==> src/rtl/snn_layer_serial.sv <==
// Time-multiplexed binary-weight LIF layer: one shared datapath walks the neurons
// one per cycle, membranes in a register file, byte-wide config port.
module snn_layer_serial #(
  parameter int INPUTS         = 16,
  parameter int NEURONS        = 16,
  parameter int POTENTIAL_BITS = 8,
  parameter int THRESHOLD_BITS = 5
) (
  input  logic                clk,
  input  logic                reset,
  input  logic                cfg_valid,
  input  logic [1:0]          cfg_sel,
  input  logic [7:0]          cfg_data,
  output logic                cfg_ready,
  input  logic                start,
  input  logic [INPUTS-1:0]   in_spikes,
  output logic                busy,
  output logic                out_valid,
  output logic [NEURONS-1:0]  out_spikes
);
  localparam int W  = INPUTS * NEURONS;
  localparam int P  = POTENTIAL_BITS;
  localparam int T  = THRESHOLD_BITS;
  localparam int IW = (NEURONS > 1) ? $clog2(NEURONS) : 1;
  localparam int SW = $clog2(INPUTS + 1) + 1;
  localparam int VW = ((P > SW) ? P : SW) + 2;

  typedef logic signed [VW-1:0] v_t;
  typedef logic signed [P-1:0]  p_t;
  typedef enum logic [1:0] {S_IDLE, S_EVAL, S_DONE} state_t;

  localparam v_t VMAX = v_t'((1 << (P - 1)) - 1);
  localparam v_t VMIN = v_t'(-(1 << (P - 1)));
  localparam p_t PMAX = p_t'((1 << (P - 1)) - 1);
  localparam p_t PMIN = p_t'(-(1 << (P - 1)));

  state_t             state_q, state_d;
  logic [IW-1:0]      idx_q, idx_d;
  logic [INPUTS-1:0]  x_q, x_d;
  logic [W-1:0]       weights_q, weights_d;
  logic [T-1:0]       thr_q, thr_d;
  logic [2:0]         shift_q, shift_d;
  p_t                 mem_q [NEURONS];
  p_t                 mem_d [NEURONS];
  logic [NEURONS-1:0] spk_q, spk_d;
  logic [NEURONS-1:0] out_spikes_q, out_spikes_d;

  // Shared neuron datapath for the neuron selected by idx_q
  logic [INPUTS-1:0] w_n;
  v_t                sum, u_ext, leak, v;
  p_t                v_sat, thr_p, u_new;
  logic              spike;

  always_comb begin
    w_n   = weights_q[idx_q*INPUTS +: INPUTS];
    sum   = '0;
    for (int i = 0; i < INPUTS; i++)
      if (x_q[i]) sum = w_n[i] ? sum + v_t'(1) : sum - v_t'(1);
    u_ext = v_t'(mem_q[idx_q]);
    leak  = u_ext >>> shift_q;
    v     = (shift_q == 3'd0) ? u_ext + sum : u_ext - leak + sum;
    v_sat = (v > VMAX) ? PMAX : (v < VMIN) ? PMIN : v[P-1:0];
    thr_p = $signed({{(P-T){1'b0}}, thr_q});
    spike = (v_sat >= thr_p);
    u_new = spike ? v_sat - thr_p : v_sat;
  end

  always_comb begin
    state_d      = state_q;
    idx_d        = idx_q;
    x_d          = x_q;
    weights_d    = weights_q;
    thr_d        = thr_q;
    shift_d      = shift_q;
    mem_d        = mem_q;
    spk_d        = spk_q;
    out_spikes_d = out_spikes_q;
    busy         = (state_q == S_EVAL);
    cfg_ready    = !busy;
    out_valid    = (state_q == S_DONE);

    // Config lands on the same edge a start is taken, so that timestep sees it
    if (cfg_valid && cfg_ready) begin
      case (cfg_sel)
        2'b00: weights_d = {cfg_data, weights_q[W-1:8]};
        2'b01: thr_d     = cfg_data[T-1:0];
        2'b10: shift_d   = cfg_data[2:0];
        default: for (int n = 0; n < NEURONS; n++) mem_d[n] = '0;
      endcase
    end

    case (state_q)
      S_EVAL: begin
        mem_d[idx_q] = u_new;
        spk_d[idx_q] = spike;
        if (idx_q == IW'(NEURONS - 1)) begin
          state_d      = S_DONE;
          idx_d        = '0;
          out_spikes_d = spk_d;
        end else begin
          idx_d = idx_q + IW'(1);
        end
      end
      default: begin
        if (start) begin
          state_d = S_EVAL;
          x_d     = in_spikes;
          idx_d   = '0;
          spk_d   = '0;
        end else begin
          state_d = S_IDLE;
        end
      end
    endcase
  end

  always_ff @(posedge clk or posedge reset) begin
    if (reset) begin
      state_q      <= S_IDLE;
      idx_q        <= '0;
      x_q          <= '0;
      weights_q    <= '1;
      thr_q        <= T'(3);
      shift_q      <= '0;
      spk_q        <= '0;
      out_spikes_q <= '0;
      for (int n = 0; n < NEURONS; n++) mem_q[n] <= '0;
    end else begin
      state_q      <= state_d;
      idx_q        <= idx_d;
      x_q          <= x_d;
      weights_q    <= weights_d;
      thr_q        <= thr_d;
      shift_q      <= shift_d;
      spk_q        <= spk_d;
      out_spikes_q <= out_spikes_d;
      for (int n = 0; n < NEURONS; n++) mem_q[n] <= mem_d[n];
    end
  end

  assign out_spikes = out_spikes_q;
endmodule
==> config.mk <==
export PLATFORM = sky130hd
export DESIGN_NAME = snn_layer_serial
export DESIGN_NICKNAME = d
export VERILOG_FILES = /design/src/rtl/snn_layer_serial.sv
export SDC_FILE = /design/constraint.sdc
export NUM_CORES = 1
export LEC_CHECK = 0
export CORE_UTILIZATION = 25
export DETAILED_ROUTE_END_ITERATION = 6
export DONT_BUFFER_PORTS = 1
export PLACE_DENSITY = 0.48
export SYNTH_ARGS = -nofsm -noshare
export SYNTH_HDL_FRONTEND = slang
export SYNTH_SLANG_ARGS = --single-unit
==> constraint.sdc <==
create_clock -name clk -period 73 [get_ports clk]
set_input_delay 7.3 -clock clk [delete_from_list [all_inputs] [get_ports clk]]
set_output_delay 7.3 -clock clk [all_outputs]
set_load 0.02 [all_outputs]
==> results.py <==
# Metrics from the implementation run
metrics = {
    "finish": {
        "layout-drive-gt1-share": 0.346,
        "lay_top_count": "mux2_2",
        "final_cell_mix": "mux2_2 (320), dfstp_2 (258), dfrtp_1 (183)",
        "layout.nets": 2745,
        "largest_register_ff_count": 256,
        "top_regs": "weights_q (256), mem_q (128)",
        "diodes": 0,
        "top_register": "weights_q",
    },
    "setup_path": {
        "r2r-end": "mem_q[12]$_DFF_PP0_",
        "endpoint_kind": "register",
        "crit_fanout": 39,
        "path_class": "register to register",
        "critPathLaunchType": "register",
        "ff2ff_setup_slack_ps": 46920,
        "cpPeakStageDelay_ps": 940,
        "path_common_cell": "ha_1",
        "r2r_start": "idx_q[0]$_DFFE_PP0P_",
        "slowest_stage": "mux2i_2",
        "rr_worst_depth": 108,
    },
    "timing": {
        "hold_violations": 0,
        "slew_viol_final": 0,
        "rsz0062_at_grt": "false",
        "fmax_ghz": 0.0383,
        "finalSetupViolations": 0,
        "setup_ws_ps": 46920,
        "worstMarginPinSlew_ps": 1190,
    },
    "floorplanning": {
        "die-area_sq_mm": 0.118,
        "fp-row-count": 125,
        "io_pins": 49,
        "fp_util": 0.252,
        "die_h_um": 344,
        "die_w_um": 344,
    },
    "drt": {
        "ant_nets": 0,
        "remaining_drc_errors": 0,
        "firstDrtPassIters": 7,
        "routedWlPerCell_um": 17.6,
        "viasPerCell": 4.80,
        "routed_wl_mm": 72.5,
    },
    "global_route": {
        "grtUsageTotal": 0.122,
        "grt_pass1_vias": 19906,
        "grt_pass1_wl_mm": 116,
        "antenna_found_initial": 5,
        "grt-ovfl-total": 0,
    },
    "synthesis": {
        "mux_share": 0.224,
        "yosys_area_sq_mm": 0.0292,
        "fp_nets": 2813,
        "ys_sh_aoi": 0.129,
        "synth_cell_types": 95,
        "seq_area_frac_synth": 0.392,
        "ys_top_logic_family": "multiplexers",
        "adder_share": 0.0797,
        "synth_flops": 445,
        "synth_area_sq_mm": 0.0292,
        "synth-simple-area-share": 0.0932,
        "edf_count": 0,
        "async_reset_ff_frac": 1.00,
        "avgSynthCellArea_sq_um": 11.2,
        "yosysWarnings": 0,
    },
    "job": {
        "tool_warnings": 39,
        "maxCapViolCount": 0,
    },
    "cts": {
        "ctsHoldBuffers": 0,
        "clk_pin_slew_ps": 60,
        "ctsHtreeMaxLevel": 2,
        "cts_sinks": 445,
        "cts_buffers": 54,
        "cts.path.max_buffers": 3,
        "cts.repair.resized": 0,
        "clockRootBuffer": "clkbuf_16",
        "clk-insertion-delay-late_ps": 680,
    },
    "worst_hold_path": {
        "whs_endpoint": "out_spikes[0]$_DFFE_PP0P_",
        "worstHoldStart": "spk_q[0]$_DFFE_PP0P_",
        "min_path_type": "register to register",
    },
    "placed_design": {
        "dp_hpwl_mm": 50.0,
        "gp_congestion": 0.806,
    },
    "status": {
        "outcome": "completed",
    },
}
## layout make-up
class	instances	area, sq um	area share
Clock buffer	84	1570	0.0485
Clock inverter	16	170	0.00524
Inverter	117	449	0.0138
Multi-Input combinational cell	1902	16700	0.515
Sequential cell	445	11500	0.353
Tap cell	1524	1910	0.0587
Timing Repair Buffer	25	200	0.00616
## worst max-delay path, delay by kind of cell (launching register included)
family	cells	cell delay, ps
AND-OR/OR-AND	31	5510
XOR/XNOR	14	2960
adder cells (fa/ha/maj)	20	6540
buffers and inverters	10	2250
flip-flops	1	900
multiplexers	6	2830
AND/OR/NAND/NOR	27	4820
## metal layers
metal / share of wire / vias to the layer above / global-route usage
met5: 0.000097 / - / 0
met4: 0.020 / 2 / 0.0306
met3: 0.038 / 80 / 0.0175
met2: 0.46 / 272 / 0.194
met1: 0.49 / 9893 / 0.174
li1: - / 9480 / -
## how the worst max path moves through the flow
| stage | start | endpoint | slack (ps) | cells after the start |
|---|---|---|---|---|
| final | idx_q[0]$_DFFE_PP0P_ | mem_q[12]$_DFF_PP0_ | 46920 | 108 |
| after detailed placement | idx_q[0]$_DFFE_PP0P_ | mem_q[12]$_DFF_PP0_ | 46780 | 108 |
| after floorplan | idx_q[0]$_DFFE_PP0P_ | mem_q[100]$_DFF_PP0_ | 49020 | 110 |
| after global routing | idx_q[0]$_DFFE_PP0P_ | mem_q[12]$_DFF_PP0_ | 44770 | 106 |
| after CTS | idx_q[0]$_DFFE_PP0P_ | mem_q[12]$_DFF_PP0_ | 46680 | 108 |
| after global placement | idx_q[0]$_DFFE_PP0P_ | mem_q[4]$_DFF_PP0_ | 47240 | 106 |
## metrics by stage
step / cell area [sq um] / util / instances / hold WS [ps]
2_1_floorplan: 29200 / - / 2613 / 432
3_3_place_gp: 30700 / 0.265 / 4013 / 456
3_5_place_dp: 30700 / 0.265 / 4013 / 451
4_1_cts: 32500 / 0.280 / 4113 / 467
5_1_grt: 32500 / 0.280 / 4113 / 499
6_report: 32500 / 0.280 / 4113 / 466
## cells in the mapped netlist, types with 5 or more instances
master    count  area share
mux2_2      320        0.12
nand2b_1     14      0.0030
mux4_2      115       0.089
o21ai_0     139       0.024
or2_2         8      0.0017
inv_1       112       0.014
and2_1       12      0.0026
nor3_1       23      0.0039
nor2b_1      23      0.0049
buf_1         9      0.0012
o21ai_2      50       0.015
o21ai_1      21      0.0036
nand3b_1      6      0.0015
o311ai_0      7      0.0021
nor2_1       91       0.012
mux2i_1      25      0.0086
buf_2        13      0.0022
or3_1        13      0.0028
dfstp_2     258        0.23
o211ai_1     22      0.0057
clkbuf_1    116       0.015
o21bai_1     26      0.0067
a22o_1        6      0.0018
o21a_1       22      0.0057
dfrtp_1     187        0.16
buf_6         6      0.0023
a31oi_1      17      0.0036
buf_4         5      0.0013
a21oi_1     126       0.022
a21o_1       50       0.013
fa_1         27       0.018
a21boi_0      6      0.0015
nand4_1      20      0.0043
nand2_1     163       0.021
xor2_1       38       0.011
ha_1        143       0.061
xnor2_1      84       0.025
o31ai_1      11      0.0028
nand3_1     158       0.027
nor4_1        5      0.0011
and3_1        8      0.0017
a211oi_1     15      0.0039
### Met4 routing

Scale: 1.5 px per um. Supply wires on this layer in grey.
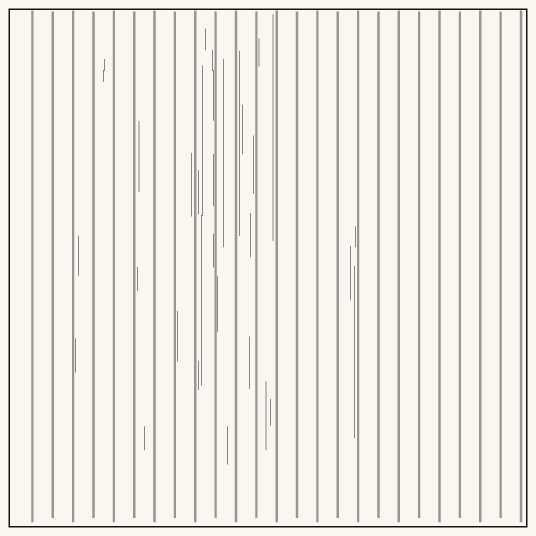
longest straight run: 151 um
share of all routed wire: 2.0%

### Close-up of the layout

Region (157, 88) to (187, 118) um. Cells in grey, sequential cells in the stronger grey; small squares are vias.
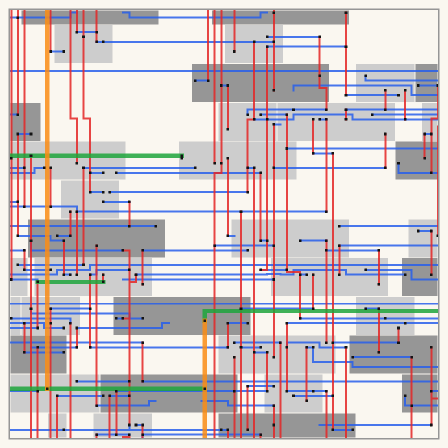
legend:
  met4:
    colour: orange
  met3:
    colour: green
  met2:
    colour: red
  met1:
    colour: blue
netlist names of flops here include: weights_q (6)
cells with their middle in the window: 25
sequential cells in the window: 6
most frequent: mux2_2 (10), mux4_2 (7), dfstp_2 (6)

